===== config.mk =====
export PLATFORM = sky130hd
export DESIGN_NAME = instr_decode
export DESIGN_NICKNAME = d
export VERILOG_FILES = /design/src/rtl/instr_decode.sv
export SDC_FILE = /design/constraint.sdc
export NUM_CORES = 1
export LEC_CHECK = 0
export CORE_AREA = 8 8 53 51
export DETAILED_ROUTE_END_ITERATION = 10
export DIE_AREA = 0 0 61 59
export GPL_TIMING_DRIVEN = 0
export PLACE_DENSITY = 0.84
export SETUP_SLACK_MARGIN = 0.15
export SYNTH_ARGS = -nofsm -noshare
export SYNTH_HDL_FRONTEND = slang
export SYNTH_SLANG_ARGS = --single-unit

===== constraint.sdc =====
create_clock -name clk -period 4.36 [get_ports clk]
set_input_delay 0.872 -clock clk [delete_from_list [all_inputs] [get_ports clk]]
set_output_delay 0.872 -clock clk [all_outputs]
set_load 0.005 [all_outputs]

===== src/rtl/instr_decode.sv =====
// instr_decode: E-stage instruction decoder for the pipelined MIPS-I CPU.
// Turns a 32-bit instruction word into an ALU operation, a mult/div
// operation with its launch pulse, an overflow-trap enable and a
// reserved-instruction flag. Decode is purely combinational; the only
// state is a reset mask that forces NOP decode while reset is held.
module instr_decode (
    input  logic        clk,
    input  logic        reset,
    input  logic [31:0] instr,
    output logic [3:0]  ALUOp,
    output logic [3:0]  MDOp,
    output logic        start,
    output logic        ov_chk,
    output logic        ri
);

    // ALU operation codes; 14 is intentionally unused.
    typedef enum logic [3:0] {
        ALU_ADD  = 4'd0,
        ALU_SUB  = 4'd1,
        ALU_OR   = 4'd2,
        ALU_AND  = 4'd3,
        ALU_XOR  = 4'd4,
        ALU_NOR  = 4'd5,
        ALU_SLL  = 4'd6,
        ALU_SRL  = 4'd7,
        ALU_SRA  = 4'd8,
        ALU_SLLV = 4'd9,
        ALU_SRLV = 4'd10,
        ALU_SRAV = 4'd11,
        ALU_SLT  = 4'd12,
        ALU_SLTU = 4'd13,
        ALU_NONE = 4'd15
    } alu_op_e;

    // Mult/div unit operation codes.
    typedef enum logic [3:0] {
        MD_NONE  = 4'd0,
        MD_MULT  = 4'd1,
        MD_MULTU = 4'd2,
        MD_DIV   = 4'd3,
        MD_DIVU  = 4'd4,
        MD_MTHI  = 4'd5,
        MD_MTLO  = 4'd6,
        MD_MFHI  = 4'd7,
        MD_MFLO  = 4'd8
    } md_op_e;

    // Instruction fields that take part in decode.
    logic [5:0] op;
    logic [4:0] rt;
    logic [5:0] funct;

    assign op    = instr[31:26];
    assign rt    = instr[20:16];
    assign funct = instr[5:0];

    // rs, rd, shamt and the immediate field are consumed by other stages.
    logic unused_fields;
    assign unused_fields = ^{instr[25:21], instr[15:6]};

    // Reset mask: comes up set so outputs are NOP before the first edge,
    // and stays set until the first edge with reset released.
    logic rmask = 1'b1;

    // Track reset synchronously; rmask is the only storage in the block.
    always_ff @(posedge clk) begin
        // NOTE: sequential state uses non-blocking (<=) so every flop samples
        // pre-edge values; blocking here would create ordering-dependent races.
        if (!reset) rmask <= 1'b1;
        else        rmask <= 1'b0;
    end

    alu_op_e alu_dec;
    md_op_e  md_dec;
    logic    ov_dec;
    logic    ri_dec;

    // Decode op/funct/rt into the raw (unmasked) control fields.
    always_comb begin
        // NOTE: every output of this block gets a default first so that no
        // path through the case statements leaves a value held (no latches).
        alu_dec = ALU_NONE;
        md_dec  = MD_NONE;
        ov_dec  = 1'b0;
        ri_dec  = 1'b0;

        case (op)
            6'b000000: begin
                case (funct)
                    6'b100000: begin alu_dec = ALU_ADD; ov_dec = 1'b1; end
                    6'b100001: alu_dec = ALU_ADD;
                    6'b100010: begin alu_dec = ALU_SUB; ov_dec = 1'b1; end
                    6'b100011: alu_dec = ALU_SUB;
                    6'b100100: alu_dec = ALU_AND;
                    6'b100101: alu_dec = ALU_OR;
                    6'b100110: alu_dec = ALU_XOR;
                    6'b100111: alu_dec = ALU_NOR;
                    6'b101010: alu_dec = ALU_SLT;
                    6'b101011: alu_dec = ALU_SLTU;
                    6'b000000: alu_dec = ALU_SLL;
                    6'b000010: alu_dec = ALU_SRL;
                    6'b000011: alu_dec = ALU_SRA;
                    6'b000100: alu_dec = ALU_SLLV;
                    6'b000110: alu_dec = ALU_SRLV;
                    6'b000111: alu_dec = ALU_SRAV;
                    6'b011000: md_dec  = MD_MULT;
                    6'b011001: md_dec  = MD_MULTU;
                    6'b011010: md_dec  = MD_DIV;
                    6'b011011: md_dec  = MD_DIVU;
                    6'b010000: md_dec  = MD_MFHI;
                    6'b010001: md_dec  = MD_MTHI;
                    6'b010010: md_dec  = MD_MFLO;
                    6'b010011: md_dec  = MD_MTLO;
                    6'b001000,
                    6'b001001,
                    6'b001100: ; // jr, jalr, syscall: no ALU work
                    default:   ri_dec = 1'b1;
                endcase
            end
            6'b001000: begin alu_dec = ALU_ADD; ov_dec = 1'b1; end
            6'b001001: alu_dec = ALU_ADD;
            6'b001010: alu_dec = ALU_SLT;
            6'b001011: alu_dec = ALU_SLTU;
            6'b001100: alu_dec = ALU_AND;
            6'b001101: alu_dec = ALU_OR;
            6'b001110: alu_dec = ALU_XOR;
            6'b001111: alu_dec = ALU_OR;  // lui: ALU passes the shifted immediate
            6'b100000, 6'b100001, 6'b100011, 6'b100100, 6'b100101,
            6'b101000, 6'b101001, 6'b101011:
                alu_dec = ALU_ADD;        // loads/stores: address = base + offset
            6'b000100, 6'b000101, 6'b000110, 6'b000111,
            6'b000010, 6'b000011, 6'b010000:
                ;                         // branches, jumps, cop0: no ALU work
            6'b000001: begin
                // regimm: only bltz/bgez are implemented
                if (rt != 5'b00000 && rt != 5'b00001) ri_dec = 1'b1;
            end
            default: ri_dec = 1'b1;
        endcase
    end

    // While masked the decoder presents a NOP regardless of instr.
    assign ALUOp  = rmask ? ALU_NONE : alu_dec;
    assign MDOp   = rmask ? MD_NONE  : md_dec;
    assign start  = !rmask && (md_dec inside {MD_MULT, MD_MULTU, MD_DIV, MD_DIVU});
    assign ov_chk = !rmask && ov_dec;
    assign ri     = !rmask && ri_dec;

endmodule


==> datasheet_impl.txt <==
Summary of implementation characteristics

Parameter                              Value

Outcome
  Run status .................. finished clean

Logic synthesis
  Largest area contributor in the netlist .................. sky130_fd_sc_hd__nand2b_1
  Mapped Avg Cell Area .................. 6.06 sq um
  Number of cell instances after yosys synthesis .................. 88
  Area share of the largest cell type after synthesis .................. 0.0822
  Post-synth cell types .................. 34
  Library cell with the highest instance count after synthesis .................. sky130_fd_sc_hd__nor2_1

Die
  Die extent in x .................. 61 microns
  Vertical die dimension .................. 59 microns
  Core Density at Floorplan .................. 0.293
  Site Rows .................. 15
  CORE AREA .................. 1820 sq um
  Number of ports placed on the die boundary .................. 45

Global route
  Maximum number of pins on one net before global-route repair .................. 11
  Global-route wire length before repair .................. 2910 microns
  Vias in the first global route .................. 699

Timing
  Number of slew-limit violations in the final report .................. 0
  Count of final hold-check violations .................. 0
  Relative slew margins .................. 0.706
  Minimum clock period after layout .................. 4.07 ns
  Worst-Margin Slew .................. 0.440 ns

Layout
  Layout Area Growth over Synthesis .................. 53.1%
  Multi-input logic area .................. 460 sq um
  Register area .................. 20.0 sq um
  Number of nets in the layout .................. 149

Setup path
  Arr. time, crit path .................. 3.19 ns
  Max FO, Critical Path .................. 7

Placed design
  Count of buffers inserted at the top-level ports .................. 25
  Cell Area, Placed .................. 815 sq um

Clocking
  Setup Buffers After CTS .................. 0

Routing
  Initial DRC count .................. 20
  Number of optimization iterations in the first detailed-route pass .................. 4
  Wire length reported by the detailed router .................. 1760 microns

Power and ir drop
  Worst vdd rail ir drop .................. 0.0688 mV
area by class of cell:
class	instances	share of cell area
multi-input cells	75	0.564
repair buffers	25	0.302
plain buffers	8	0.0521
well taps	25	0.0383
flip-flops and latches	1	0.0245
inverters	4	0.0184
stage by stage:
stage                     utilization  hold WS (ns)  cells  setup slack, ns  setup TNS (ns)
after floorplan                     -         0.929     88            0.746               0
after global placement          0.447          1.35    138           -0.260          -0.779
after detailed placement        0.447          1.35    138           -0.311          -0.974
after CTS                       0.447          1.36    138            0.202               0
after global routing            0.448          1.37    138            0.194               0
final                           0.448          1.35    138            0.293               0
placed cells by master, fill, tap and decap left out, types with 4 or more instances in the layout:
cell type	Yosys	final
sky130_fd_sc_hd__inv_1	4	4
sky130_fd_sc_hd__clkbuf_1	5	5
sky130_fd_sc_hd__nor4_1	6	6
sky130_fd_sc_hd__nand2b_1	7	7
sky130_fd_sc_hd__o21ai_0	8	8
sky130_fd_sc_hd__nor2_1	10	10
sky130_fd_sc_hd__dlygate4sd2_1	0	6
sky130_fd_sc_hd__nand2_1	6	6
sky130_fd_sc_hd__a21oi_1	7	7
sky130_fd_sc_hd__clkdlybuf4s50_1	0	17
kinds of logic after synthesis:
kind of cell | synth area share
and+or+nand+nor | 0.455
DFF | 0.0376
AOI/OAI and AO/OA | 0.383
xor gates and xnor gates | 0.0164
buffers and inverters | 0.108
routing by layer:
metal / routed length, microns / track usage / vias to the layer above
met3: 122 / 0.0108 / 0
li1: - / - / 380
met4: 0 / 0 / 0
met5: 0 / 0 / -
met2: 838 / 0.183 / 32
met1: 801 / 0.117 / 335
worst paths after layout:
check | from | to | slack [ns] | cells after the start
max | instr[27] | MDOp[0] | 0.29 | 8
min | reset | rmask | 1.35 | 2
power by group:
part	switching, mW	total [mW]	internal [mW]
clock network	0	0	0
logic	0.0281	0.0580	0.0299
registers	0.000762	0.0106	0.00985
critical path: stages:
cell and delay (ns):
sky130_fd_sc_hd__clkdlybuf4s15_2 0.23, sky130_fd_sc_hd__or4_4 0.55, sky130_fd_sc_hd__or3_1 0.31, sky130_fd_sc_hd__buf_2 0.16, sky130_fd_sc_hd__or3_4 0.37, sky130_fd_sc_hd__or2_4 0.25
sky130_fd_sc_hd__a211oi_2 0.18, sky130_fd_sc_hd__dlygate4sd2_1 0.26
repair_timing:
action / CTS / global route
endpoints found under the setup margin: 7 / 1
resized: 10 / 1
endpoints found under the hold margin: 0 / 0
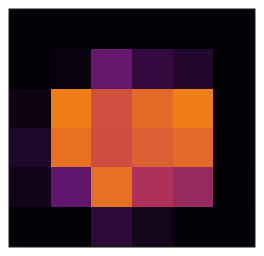
density.png
Drawn at 4 px/micron. The die is cut into 6 by 6 equal tiles; black is low, pale yellow is high, 0 to 100% covered.
emptiest ninth of the die = north-west
densest ninth of the die = center
fullest tile = 71%
nearly empty tiles = 42%

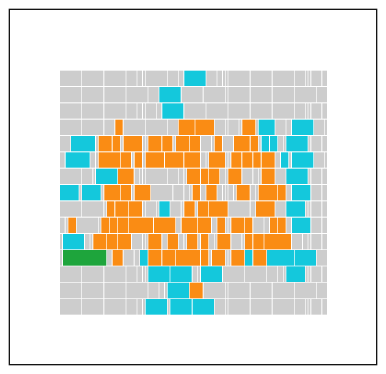
cell_classes.png
Drawn at 6 px/micron. Fill, decap, tap and diode cells in gray.
cyan -> other buffers and delay cells  # cells 33
green -> flip-flops  # cells 1
orange -> all other logic  # cells 79

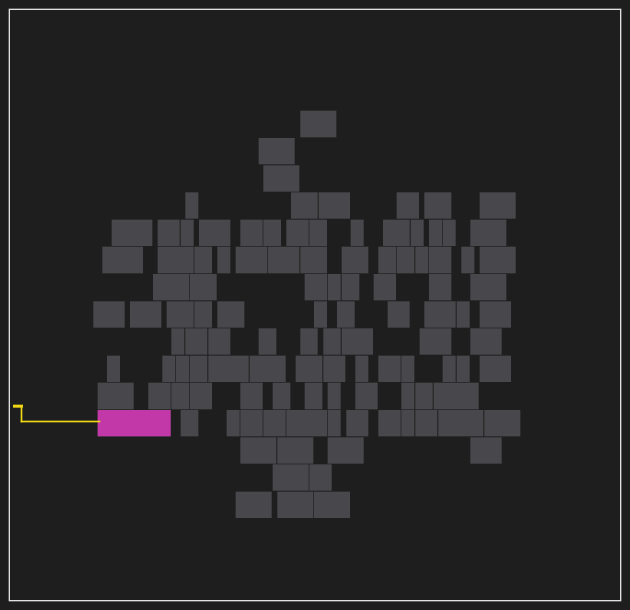
clock_map.png
Drawn at 10 px/micron.
magenta -> flip-flops  # count 1
yellow -> clock wires  # length 10.0 microns
routed clock nets = 1

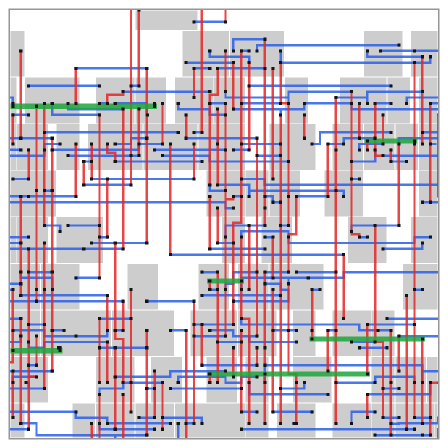
zoom.png
Window x 18 to 43, y 17 to 42 microns. Cells in gray, sequential cells in the stronger gray; small squares are vias.
blue -> met1
green -> met3
red -> met2
sequential cells in the window = 0
most frequent = o21ai_0 (7), nor2_1 (6), a21oi_1 (6)
cells with their middle in the window = 65

No activity file was given, so power comes from the tool's default toggle rates.
